[src/rtl/stall_ctrl_pkg.sv]
// Shared types and constants for the pipeline hazard unit: Tuse/forward encodings,
// shadow-stage records, and the stall-condition helpers.
package stall_ctrl_pkg;

    localparam logic [1:0] TUSE_NONE = 2'd3;

    localparam logic [1:0] FWD_RF = 2'd0;
    localparam logic [1:0] FWD_E  = 2'd1;
    localparam logic [1:0] FWD_M  = 2'd2;
    localparam logic [1:0] FWD_W  = 2'd3;

    typedef struct packed {
        logic [4:0] a3;
        logic [1:0] tnew;
        logic [4:0] rs;
        logic [4:0] rt;
    } e_stage_t;

    typedef struct packed {
        logic [4:0] a3;
        logic [1:0] tnew;
        logic [4:0] rt;
    } m_stage_t;

    // Tnew counts down by one per stage and never wraps below zero.
    function automatic logic [1:0] tnew_dec(input logic [1:0] x);
        return (x == 2'd0) ? 2'd0 : x - 2'd1;
    endfunction

    function automatic logic hz(
        input logic [4:0] r,
        input logic [1:0] t,
        input logic [4:0] e_a3,
        input logic [1:0] e_tnew,
        input logic [4:0] m_a3,
        input logic [1:0] m_tnew
    );
        return (t != TUSE_NONE) && (r != 5'd0) &&
               (((e_a3 == r) && (e_tnew > t)) || ((m_a3 == r) && (m_tnew > t)));
    endfunction

endpackage

[src/rtl/stall_ctrl_fwd_pick.sv]
// Forward-source picker: scans up to three candidate stages, youngest first (E, M, W),
// and selects the first one writing the requested register if its result is ready.
module fwd_pick
    import stall_ctrl_pkg::*;
(
    input  logic [4:0]      addr,
    input  logic [2:0][4:0] cand_a3,
    input  logic [2:0][1:0] cand_tnew,
    input  logic [2:0]      en,
    output logic [1:0]      sel
);

    logic found;

    always_comb begin
        sel   = FWD_RF;
        found = 1'b0;
        for (int i = 0; i < 3; i++) begin
            // A newest matching writer that is not ready blocks older stages.
            if (!found && en[i] && (cand_a3[i] == addr)) begin
                found = 1'b1;
                if (cand_tnew[i] == 2'd0) begin
                    sel = 2'(i + 1);
                end
            end
        end
        if (addr == 5'd0) begin
            sel = FWD_RF;
        end
    end

endmodule

[src/rtl/stall_ctrl.sv]
// Hazard unit: shadow E/M/W destination pipeline, stall request, forwarding selects
// and a saturating stalled-cycle counter.
module stall_ctrl
    import stall_ctrl_pkg::*;
#(
    parameter int CNT_W = 32
)(
    input  logic             clk,
    input  logic             reset,
    input  logic [4:0]       d_rs,
    input  logic [4:0]       d_rt,
    input  logic [1:0]       rs_tuse,
    input  logic [1:0]       rt_tuse,
    input  logic [4:0]       d_a3,
    input  logic [1:0]       d_tnew,
    output logic             stall,
    output logic [1:0]       fwd_rs_d,
    output logic [1:0]       fwd_rt_d,
    output logic [1:0]       fwd_rs_e,
    output logic [1:0]       fwd_rt_e,
    output logic             fwd_rt_m,
    output logic [CNT_W-1:0] stall_cnt
);

    e_stage_t   e_q;
    m_stage_t   m_q;
    logic [4:0] w_a3;

    logic [2:0][4:0] cand_a3;
    logic [2:0][1:0] cand_tnew;

    always_comb begin
        stall = hz(d_rs, rs_tuse, e_q.a3, e_q.tnew, m_q.a3, m_q.tnew) |
                hz(d_rt, rt_tuse, e_q.a3, e_q.tnew, m_q.a3, m_q.tnew);
    end

    always_ff @(posedge clk) begin
        if (reset) begin
            e_q       <= '0;
            m_q       <= '0;
            w_a3      <= '0;
            stall_cnt <= '0;
        end else begin
            if (stall) begin
                e_q <= '0;
            end else begin
                e_q <= '{a3: d_a3, tnew: d_tnew, rs: d_rs, rt: d_rt};
            end
            m_q  <= '{a3: e_q.a3, tnew: tnew_dec(e_q.tnew), rt: e_q.rt};
            w_a3 <= m_q.a3;
            if (stall && (stall_cnt != '1)) begin
                stall_cnt <= stall_cnt + CNT_W'(1);
            end
        end
    end

    // Candidate order is E, M, W; W results are always ready.
    assign cand_a3   = {w_a3, m_q.a3, e_q.a3};
    assign cand_tnew = {2'd0, m_q.tnew, e_q.tnew};

    fwd_pick u_pick_rs_d (
        .addr      (d_rs),
        .cand_a3   (cand_a3),
        .cand_tnew (cand_tnew),
        .en        (3'b111),
        .sel       (fwd_rs_d)
    );

    fwd_pick u_pick_rt_d (
        .addr      (d_rt),
        .cand_a3   (cand_a3),
        .cand_tnew (cand_tnew),
        .en        (3'b111),
        .sel       (fwd_rt_d)
    );

    fwd_pick u_pick_rs_e (
        .addr      (e_q.rs),
        .cand_a3   (cand_a3),
        .cand_tnew (cand_tnew),
        .en        (3'b110),
        .sel       (fwd_rs_e)
    );

    fwd_pick u_pick_rt_e (
        .addr      (e_q.rt),
        .cand_a3   (cand_a3),
        .cand_tnew (cand_tnew),
        .en        (3'b110),
        .sel       (fwd_rt_e)
    );

    assign fwd_rt_m = (w_a3 == m_q.rt) && (m_q.rt != 5'd0);

endmodule

[config.mk]
export PLATFORM = sky130hd
export DESIGN_NAME = stall_ctrl
export DESIGN_NICKNAME = d
export VERILOG_FILES = /design/src/rtl/stall_ctrl_pkg.sv /design/src/rtl/stall_ctrl_fwd_pick.sv /design/src/rtl/stall_ctrl.sv
export SDC_FILE = /design/constraint.sdc
export NUM_CORES = 1
export LEC_CHECK = 0
export CAP_MARGIN = 40
export CORE_MARGIN = 2
export CORE_UTILIZATION = 40
export CTS_BUF_LIST = sky130_fd_sc_hd__clkbuf_2
export DETAILED_ROUTE_END_ITERATION = 12
export GPL_TIMING_DRIVEN = 0
export SLEW_MARGIN = 15
export SYNTH_ARGS = -nofsm -noshare
export SYNTH_HDL_FRONTEND = slang
export SYNTH_SLANG_ARGS = --single-unit
[constraint.sdc]
create_clock -name clk -period 4.41 [get_ports clk]
set_input_delay 0.441 -clock clk [delete_from_list [all_inputs] [get_ports clk]]
set_output_delay 0.441 -clock clk [all_outputs]
set_load 0.005 [all_outputs]
==> results.json <==
{
  "status": "completed",
  "gr-total-overflow": 0,
  "port_buffers": 64,
  "cts.clk_slew.worst_paths_ns": 0.20,
  "cts_buffers": 9,
  "die_x_um": 98.8,
  "start_kind": "primary input",
  "dp.cells": 595,
  "fin_skew_ns": 0.0329,
  "area_growth_pct": 24.9,
  "hold_depth": 1,
  "min-delay-path-class": "reg2reg",
  "p_leak_nw": 1.64,
  "r2r-start": "stall_cnt[3]",
  "postCtsHoldBufs": 0,
  "worst_slack_ns": 0.821,
  "async_flop_share": 0,
  "synthTopCellsByCount": "66 x dfxtp_1, 36 x a21oi_1, 29 x xor2_1",
  "cts_sinks": 66,
  "ys_types": 43,
  "ff_type": "dfxtp_1",
  "drc_errors": 0,
  "final_area_um2": 4490,
  "yosysMostFrequentCell": "dfxtp_1",
  "path_cells": "clkdlybuf4s50_1 > or4_1 > nor2_2 > a2111oi_1 > a22oi_1 > o311a_2 > buf_6 > buf_4 > inv_1 > clkdlybuf4s50_1",
  "die_h_um": 98.8,
  "clk_latency_ns": 0.51,
  "grt_antenna_before_repair": 0,
  "final.period_utilization": 0.814,
  "drive_above_1_share": 0.0656,
  "synth_nets": 456,
  "edf_count": 0,
  "vias_per_cell": 5.41,
  "grt_use_total": 0.202,
  "max_slew.worst_pin.slew_ns": 0.677,
  "n_fill_cell": 847,
  "core_um2": 8720,
  "worst-path-buf-inv": 5,
  "placed_area_um2": 4370,
  "clock.fmax_mhz": 279,
  "drt_iter0_drc": 97,
  "hold_slack_ns": 0.449,
  "grt_pass1_wl_um": 15800,
  "ys_cells": 423,
  "synth.area.top_cells": "dfxtp_1 37%, xor2_1 7.1%, xnor2_1 6.1%",
  "hold_end": "cand_tnew[2]",
  "dp_hpwl_um": 7090,
  "r2r_setup_slack_ns": 1.61,
  "synth_area_um2": 3600,
  "cp.required_ns": 3.97,
  "ctsLongestPathBuffers": 2,
  "fin_crit_ns": 3.59,
  "ys_seq_frac": 0.367,
  "rr_endpoint": "stall_cnt[4]",
  "top_cell_area_share": 0.367,
  "grt_max_degree": 14,
  "ys_area_um2": 3600,
  "cp_slowest_cell": "or4_1",
  "relSlewSlack": 0.545,
  "cts_setup_buffers": 0,
  "cts_tree": "done",
  "stdcell_count": 611,
  "holdCritStartpoint": "cand_tnew[0]",
  "xor_share": 0.131,
  "criticalPathCategory": "in2out",
  "synth-seq-cells": 66,
  "grt_pass1_vias": 3302,
  "setup-violations-final": 0,
  "critPathMostFrequentCell": "clkdlybuf4s50_1",
  "cts_resized": 0,
  "io_pins": 65,
  "rsz0062_at_grt": "no"
}
[layout by cell type, fill, tap and decap left out, types with 18 or more instances in the layout]
cell | Yosys | final
dfxtp_1 | 66 | 66
clkdlybuf4s50_1 | 0 | 64
a21oi_1 | 36 | 36
xor2_1 | 29 | 29
xnor2_1 | 25 | 25
nor2b_1 | 20 | 20
and2_1 | 19 | 19
or3_1 | 19 | 19
nand3_1 | 18 | 18
[flip-flops by register name (all words and copies together) (netlist names)]
register / count
w_a3: 5
cand_a3: 10
stall_cnt: 32
e_q: 10
m_q: 5
cand_tnew: 4
[routing by layer]
layer  wire, um  vias up  track usage
li1           -     1658            -
met1       4310     1546        0.250
met2       4720       87        0.349
met3        450       15       0.0319
met4        157        0       0.0801
met5          0        -            0
[worst max path at each step]
stage | slack [ns] | to | startpoint | depth (start not counted)
2_1_floorplan | 2.07 | stall | d_rt[1] | 8
3_3_place_gp | 0.83 | stall | d_rt[1] | 10
3_5_place_dp | 0.81 | stall | d_rt[1] | 10
4_1_cts | 0.80 | stall | d_rt[1] | 10
5_1_grt | 0.66 | stall | d_rt[1] | 10
6_report | 0.82 | stall | d_rt[1] | 10
[report_power, final]
part | internal, mW | switching, mW | leakage, nW
logic | 0.0882 | 0.0838 | 1.03
registers | 0.614 | 0.0142 | 0.538
clock network | 0.135 | 0.237 | 0.0766
total | 0.837 | 0.335 | 1.64
[layout make-up]
class	instances	area, um2	area share
clock buffer	9	45.0	0.0100
inverter	12	45.0	0.0100
sequential	66	1320	0.294
multi-input combinational	318	2100	0.467
clock inverter	7	75.1	0.0167
timing repair buffer	64	641	0.143
tap	108	135	0.0301
buffer	27	134	0.0298
Local utilization:
The die is cut into 10 by 10 equal tiles; black is low, pale yellow is high, 0 to 100% covered.
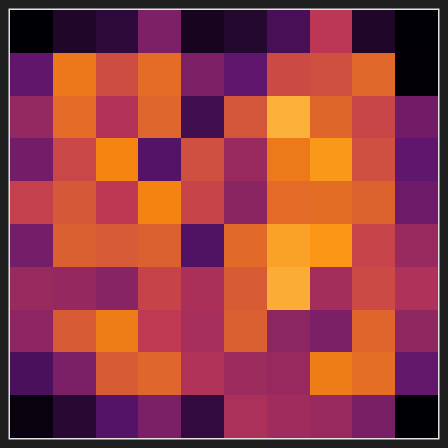
tiles over 75% full	5.0%
fullest tile	83%
nearly empty tiles	4.0%
mean over tiles	45%

Wiring by layer:
Bar = 20 um. Two of the layers only.
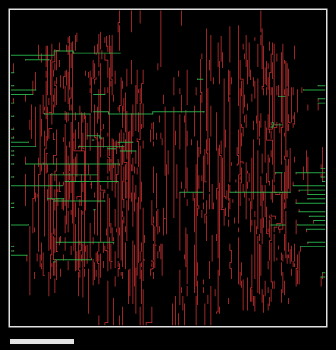
layer	color	wire length
metal 3	green	451 um
metal 2	red	4720 um

Register map, names as in the netlist:
Bar = 20 um. Other sequential cells in the stronger gray, the rest of the logic in the fainter gray.
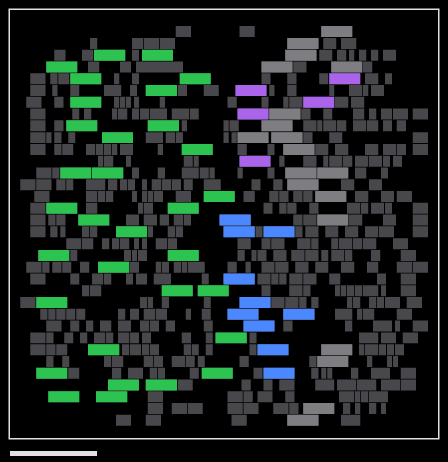
name in the netlist	color	flops
stall_cnt	green	32
cand_a3	blue	10
w_a3	purple	5
Seq/total area: 0.294
Sequential Power: 0.628 mW
Post-Route Utilization: 0.515
register area: 1320 um2

Cell classes on the final placement:
Bar = 20 um. Fill, decap, tap and diode cells in gray.
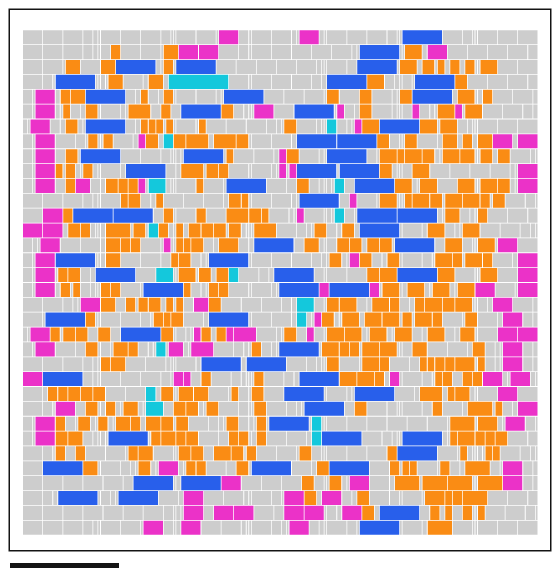
class	color	cells	share of their area
clock drivers and dummy loads	cyan	16	2.8%
other buffers and delay cells	magenta	91	18%
flops	blue	66	30%
combinational and other logic	orange	330	49%

Routing congestion map:
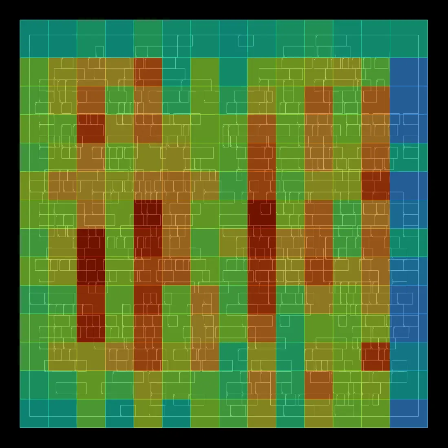
wire per inst: 15.8 um
met2 usage: 0.349

Power is estimated from default activity; no workload was simulated.
